[src/rtl/demux_pkg.sv]
// demux_pkg: shared definitions for the 1xN DeMUX dispatcher and its benches.
//   sw_of()       : select-width helper, $clog2(n) with a floor of 1 bit
//   DEMUX_N/SW    : default channel count and select width
//   demux_item_t  : one routed item (data bit + destination index)
package demux_pkg;

  function automatic int sw_of(input int n);
    return (n < 2) ? 1 : $clog2(n);
  endfunction

  localparam int DEMUX_N  = 8;
  localparam int DEMUX_SW = sw_of(DEMUX_N);

  typedef struct packed {
    logic                bit_v;
    logic [DEMUX_SW-1:0] dest;
  } demux_item_t;

endpackage

[src/rtl/sync_fifo.sv]
// sync_fifo: single-clock FIFO with registered occupancy.
//   push/push_data : write an entry (ignored when full)
//   pop            : retire the head entry (ignored when empty)
//   head           : current head entry, valid when !empty
//   count          : number of stored entries, 0..DEPTH
//   full/empty     : occupancy flags derived from count
module sync_fifo #(
  parameter int WIDTH = 4,
  parameter int DEPTH = 4
) (
  input  logic                       clk,
  input  logic                       rst_n,
  input  logic                       push,
  input  logic [WIDTH-1:0]           push_data,
  input  logic                       pop,
  output logic [WIDTH-1:0]           head,
  output logic [$clog2(DEPTH+1)-1:0] count,
  output logic                       full,
  output logic                       empty
);

  localparam int PW = $clog2(DEPTH);
  localparam int CW = $clog2(DEPTH+1);

  logic [WIDTH-1:0] mem_q [DEPTH];
  logic [WIDTH-1:0] mem_d [DEPTH];
  logic [PW-1:0]    wr_ptr_q, wr_ptr_d;
  logic [PW-1:0]    rd_ptr_q, rd_ptr_d;
  logic [CW-1:0]    count_q, count_d;
  logic             do_push_s, do_pop_s;

  assign full  = (count_q == CW'(DEPTH));
  assign empty = (count_q == CW'(0));
  assign count = count_q;
  assign head  = mem_q[rd_ptr_q];

  // Next-state for storage, pointers and occupancy; pointers wrap modulo DEPTH.
  always_comb begin
    do_push_s = push && !full;
    do_pop_s  = pop && !empty;
    mem_d     = mem_q;
    wr_ptr_d  = wr_ptr_q;
    rd_ptr_d  = rd_ptr_q;
    count_d   = count_q;
    if (do_push_s) begin
      mem_d[wr_ptr_q] = push_data;
      wr_ptr_d        = wr_ptr_q + PW'(1);
    end else begin
      wr_ptr_d = wr_ptr_q;
    end
    if (do_pop_s) begin
      rd_ptr_d = rd_ptr_q + PW'(1);
    end else begin
      rd_ptr_d = rd_ptr_q;
    end
    case ({do_push_s, do_pop_s})
      2'b10:   count_d = count_q + CW'(1);
      2'b01:   count_d = count_q - CW'(1);
      default: count_d = count_q;
    endcase
  end

  // FIFO state registers; reset discards all stored entries.
  always_ff @(posedge clk or negedge rst_n) begin
    if (!rst_n) begin
      for (int i = 0; i < DEPTH; i++) begin
        mem_q[i] <= '0;
      end
      wr_ptr_q <= '0;
      rd_ptr_q <= '0;
      count_q  <= '0;
    end else begin
      mem_q    <= mem_d;
      wr_ptr_q <= wr_ptr_d;
      rd_ptr_q <= rd_ptr_d;
      count_q  <= count_d;
    end
  end

endmodule

[src/rtl/demux_dispatcher.sv]
// demux_dispatcher: buffers (bit, dest) items and presents them one at a time
// to a 1xN DeMUX, holding each until the addressed channel is ready.
//   in_valid/in_ready/in_bit/in_dest : upstream item handshake
//   dest_ready                        : per-channel consumer ready
//   inpt/sel/out_valid                : registered item presented to the DeMUX
//   fill                              : FIFO occupancy (output stage excluded)
//   err_pulse                         : one-cycle pulse when an out-of-range item is dropped
module demux_dispatcher
  import demux_pkg::*;
#(
  parameter  int N     = 8,
  parameter  int DEPTH = 4,
  localparam int SW    = sw_of(N),
  localparam int FW    = $clog2(DEPTH+1)
) (
  input  logic          clk,
  input  logic          rst_n,
  input  logic          in_valid,
  output logic          in_ready,
  input  logic          in_bit,
  input  logic [SW-1:0] in_dest,
  input  logic [N-1:0]  dest_ready,
  output logic          inpt,
  output logic [SW-1:0] sel,
  output logic          out_valid,
  output logic [FW-1:0] fill,
  output logic          err_pulse
);

  typedef struct packed {
    logic          bit_v;
    logic [SW-1:0] dest;
  } item_t;

  localparam logic [SW:0] N_LIM = N[SW:0];

  item_t                in_item_s;
  item_t                head_s;
  logic                 fifo_full_s, fifo_empty_s;
  logic [FW-1:0]        fifo_count_s;
  logic [(1<<SW)-1:0]   dr_ext_s;
  logic                 in_ready_s, accept_s, dest_ok_s, push_ok_s;
  logic                 pop_or_s, or_free_s, fifo_pop_s, fifo_push_s, bypass_s;

  logic                 inpt_q, inpt_d;
  logic [SW-1:0]        sel_q, sel_d;
  logic                 out_valid_q, out_valid_d;
  logic                 err_pulse_q, err_pulse_d;

  assign in_item_s.bit_v = in_bit;
  assign in_item_s.dest  = in_dest;

  // No pop-through: a full FIFO refuses input even if the output stage drains.
  assign in_ready_s = rst_n && !fifo_full_s;

  sync_fifo #(
    .WIDTH (SW + 1),
    .DEPTH (DEPTH)
  ) u_fifo (
    .clk       (clk),
    .rst_n     (rst_n),
    .push      (fifo_push_s),
    .push_data (in_item_s),
    .pop       (fifo_pop_s),
    .head      (head_s),
    .count     (fifo_count_s),
    .full      (fifo_full_s),
    .empty     (fifo_empty_s)
  );

  // Handshake, drop check and output-stage load decisions.
  always_comb begin
    // Widen dest_ready to the full select range so unused select codes read 0.
    dr_ext_s        = '0;
    dr_ext_s[N-1:0] = dest_ready;
    accept_s        = in_valid && in_ready_s;
    dest_ok_s       = ({1'b0, in_dest} < N_LIM);
    push_ok_s       = accept_s && dest_ok_s;
    pop_or_s        = out_valid_q && dr_ext_s[sel_q];
    or_free_s       = !out_valid_q || pop_or_s;
    fifo_pop_s      = or_free_s && !fifo_empty_s;
    // Bypass only when nothing is queued, so ordering is preserved.
    bypass_s        = or_free_s && fifo_empty_s && push_ok_s;
    fifo_push_s     = push_ok_s && !bypass_s;
  end

  // Output register next state: FIFO head first, then bypass, else drain or hold.
  always_comb begin
    inpt_d      = inpt_q;
    sel_d       = sel_q;
    out_valid_d = out_valid_q;
    err_pulse_d = accept_s && !dest_ok_s;
    if (fifo_pop_s) begin
      inpt_d      = head_s.bit_v;
      sel_d       = head_s.dest;
      out_valid_d = 1'b1;
    end else if (bypass_s) begin
      inpt_d      = in_item_s.bit_v;
      sel_d       = in_item_s.dest;
      out_valid_d = 1'b1;
    end else if (pop_or_s) begin
      // sel keeps its last value so the DeMUX select does not glitch.
      inpt_d      = 1'b0;
      out_valid_d = 1'b0;
    end else begin
      inpt_d      = inpt_q;
      out_valid_d = out_valid_q;
    end
  end

  // Output register and error pulse flops.
  always_ff @(posedge clk or negedge rst_n) begin
    if (!rst_n) begin
      inpt_q      <= 1'b0;
      sel_q       <= '0;
      out_valid_q <= 1'b0;
      err_pulse_q <= 1'b0;
    end else begin
      inpt_q      <= inpt_d;
      sel_q       <= sel_d;
      out_valid_q <= out_valid_d;
      err_pulse_q <= err_pulse_d;
    end
  end

  assign in_ready  = in_ready_s;
  assign inpt      = inpt_q;
  assign sel       = sel_q;
  assign out_valid = out_valid_q;
  assign fill      = fifo_count_s;
  assign err_pulse = err_pulse_q;

endmodule

[config.mk]
export PLATFORM = sky130hd
export DESIGN_NAME = demux_dispatcher
export DESIGN_NICKNAME = d
export VERILOG_FILES = /design/src/rtl/demux_pkg.sv /design/src/rtl/sync_fifo.sv /design/src/rtl/demux_dispatcher.sv
export SDC_FILE = /design/constraint.sdc
export NUM_CORES = 1
export LEC_CHECK = 0
export ABC_AREA = 1
export CAP_MARGIN = 20
export CORE_MARGIN = 4
export CORE_UTILIZATION = 42
export DETAILED_ROUTE_END_ITERATION = 16
export PLACE_DENSITY_LB_ADDON = 0.3
export SLEW_MARGIN = 20
export SYNTH_ARGS = -nofsm -noshare
export SYNTH_HDL_FRONTEND = slang
export SYNTH_SLANG_ARGS = --single-unit
[constraint.sdc]
create_clock -name clk -period 4.9 [get_ports clk]
set_input_delay 0.98 -clock clk [delete_from_list [all_inputs] [get_ports clk]]
set_output_delay 0.98 -clock clk [all_outputs]
set_load 0.01 [all_outputs]
==> images/met1.png <==
Scale: 6 px per um. Supply wires on this layer in gray.
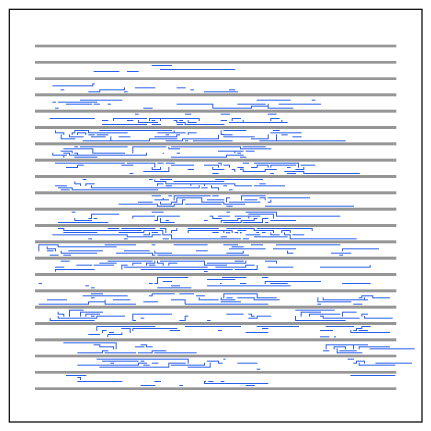
longest straight run = 17.9 um
wire length on this layer = 1620 um
share of all routed wire = 48%
nets with wire on the layer = 199
main direction = horizontal
aggregate routed wire length: 3.35 mm
vias post-DR: 1315

==> images/met2.png <==
Scale: 4 px per um. Cells faint in the background.
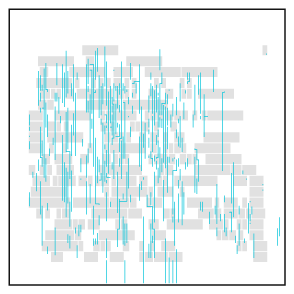
longest straight run = 27.2 um
main direction = vertical
share of all routed wire = 43%

==> images/met3.png <==
Scale: 6 px per um.
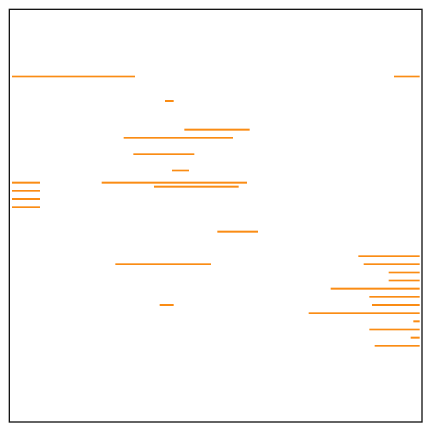
longest straight run = 23.9 um
nets with wire on the layer = 24
main direction = horizontal
wire length on this layer = 240 um
met3 Usage GRT: 2.27%

==> images/pins.png <==
Scale: 6 px per um. Pins as bars across the die edge, other pins in gray.
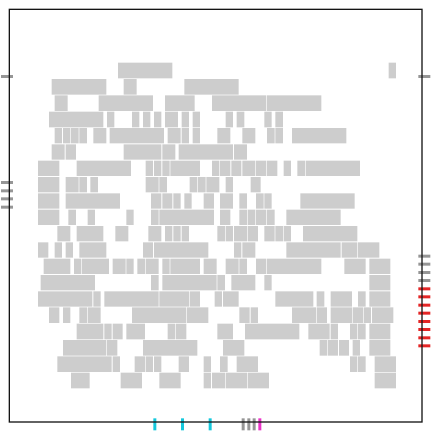
magenta -> `out_valid`  # pins 1, direction output, edge bottom
red -> `dest_ready`  # pins 8, direction input, edge right
cyan -> `fill`  # pins 3, direction output, edge bottom
all pins by edge = 13 right, 7 bottom, 5 left
Die Height: 68.6 um
horizontal die size: 68.6 um

==> report_table.html <==
<p>Metrics extracted from the flow reports.</p>
<table>
<tr><th>Metric</th><th>Value</th></tr>
<tr><th colspan="2">Synth</th></tr>
<tr><td>Number of register bits inferred by synthesis</td><td>28</td></tr>
<tr><td>Synth area leaders</td><td>sky130_fd_sc_hd__dfrtp_1, sky130_fd_sc_hd__nand2_1, sky130_fd_sc_hd__nand4_1</td></tr>
<tr><td>Number of warnings printed during yosys synthesis</td><td>0</td></tr>
<tr><td>Mux area share</td><td>0%</td></tr>
<tr><td>Cell with the most instances after synthesis</td><td>sky130_fd_sc_hd__nand2_1</td></tr>
<tr><td>Aoi/oai-family share of the synthesized area</td><td>6.34%</td></tr>
<tr><td>Fraction of synthesized cell area taken by the top area cell type</td><td>45.5%</td></tr>
<tr><td>Post-synthesis cell count from yosys</td><td>187</td></tr>
<tr><th colspan="2">Floorplanning</th></tr>
<tr><td>Initial core utilization</td><td>44.7%</td></tr>
<tr><th colspan="2">STA</th></tr>
<tr><td>Maximum clock skew at final layout</td><td>3.91 ps</td></tr>
<tr><td>Final setup violation count</td><td>0</td></tr>
<tr><td>Share of the clock period used by the worst path after layout</td><td>71.4%</td></tr>
<tr><td>Shortest clock period the worst path allows after layout</td><td>3500 ps</td></tr>
<tr><th colspan="2">Clock tree</th></tr>
<tr><td>Number of levels in the clock H-tree</td><td>1</td></tr>
<tr><td>Count of hold buffers inserted by post-cts repair</td><td>0</td></tr>
<tr><td>CTS root buffer</td><td>sky130_fd_sc_hd__clkbuf_8</td></tr>
<tr><td>Post-CTS Setup Bufs</td><td>0</td></tr>
<tr><th colspan="2">Setup path</th></tr>
<tr><td>Worst path arrival time</td><td>2520 ps</td></tr>
<tr><td>Reg2Reg Setup Slack</td><td>2560 ps</td></tr>
<tr><td>Peak fanout along the critical path</td><td>29</td></tr>
<tr><td>Beginning of the critical path</td><td>rst_n</td></tr>
<tr><td>Startpoint of the worst-slack reg-to-reg timing path</td><td>sel[0]$_DFFE_PN0P_</td></tr>
<tr><td>Worst flop-to-flop path endpoint</td><td>u_fifo.count[2]$_DFFE_PN0P_</td></tr>
<tr><td>Number of cells on the worst reg-to-reg path</td><td>13</td></tr>
<tr><td>Standard cell with the maximum stage delay on the critical path</td><td>sky130_fd_sc_hd__clkdlybuf4s50_1</td></tr>
<tr><th colspan="2">Run status</th></tr>
<tr><td>Outcome</td><td>finished clean</td></tr>
<tr><th colspan="2">Power and ir drop</th></tr>
<tr><td>Combinational cell fraction of total power</td><td>51.3%</td></tr>
<tr><td>Worst vdd ir</td><td>326 uV</td></tr>
<tr><td>Clock distribution power</td><td>142 uW</td></tr>
<tr><td>Power per unit of standard cell area</td><td>647 mW/mm2</td></tr>
<tr><th colspan="2">Placement</th></tr>
<tr><td>Count of input and output buffers</td><td>23</td></tr>
<tr><td>Weighted congestion at the end of routability-driven global placement</td><td>0.915</td></tr>
<tr><th colspan="2">Routing</th></tr>
<tr><td>Met2 WL post-DR</td><td>1.44 mm</td></tr>
<tr><td>Routed metal-1 wirelength</td><td>1.62 mm</td></tr>
<tr><td>Met3 layer wire length in the routed design</td><td>240 um</td></tr>
<tr><td>Detailed Route Iter0 Violations</td><td>86</td></tr>
<tr><td>Number of nets with antenna violations after routing</td><td>0</td></tr>
<tr><td>Average via count per standard cell</td><td>5.16</td></tr>
<tr><th colspan="2">Cells and area</th></tr>
<tr><td>Area delta synth-&gt;final</td><td>20.2%</td></tr>
<tr><td>Number of diodes added for antenna fixing</td><td>0</td></tr>
<tr><th colspan="2">Worst hold path</th></tr>
<tr><td>Min-Delay Path Depth</td><td>2</td></tr>
<tr><td>Startpoint of the tightest hold check path</td><td>u_fifo.mem_q[7]$_DFFE_PN0P_</td></tr>
<tr><th colspan="2">Global route</th></tr>
<tr><td>Global routing usage on met2</td><td>24.4%</td></tr>
<tr><td>Aggregate global-route resource usage</td><td>16.5%</td></tr>
</table>
-- state kept, by name (all words and copies together), names as in the netlist --
| register | count |
|---|---|
| u_fifo.mem_q | 16 |
| u_fifo.wr_ptr_q | 2 |
| u_fifo.count | 3 |
| inpt | 1 |
| u_fifo.rd_ptr_q | 2 |
| sel | 3 |
| out_valid | 1 |
-- area by class of cell --
| type | instances | area (um2) | share of cell area, % |
|---|---|---|---|
| repair buffers | 25 | 245 | 13.2 |
| multi-input cells | 138 | 741 | 40.0 |
| inverters | 14 | 52.6 | 2.84 |
| clock buffers | 4 | 55.1 | 2.97 |
| flip-flops and latches | 28 | 701 | 37.8 |
| well taps | 46 | 57.6 | 3.11 |
-- stage by stage --
stage,setup slack [ps],instances
finish,1400,255
global route,1260,255
CTS,1370,255
detailed placement,1380,251
global placement,1390,251
floorplan,2250,187
Power figures rest on the tool's default switching activity, not on a simulated workload.
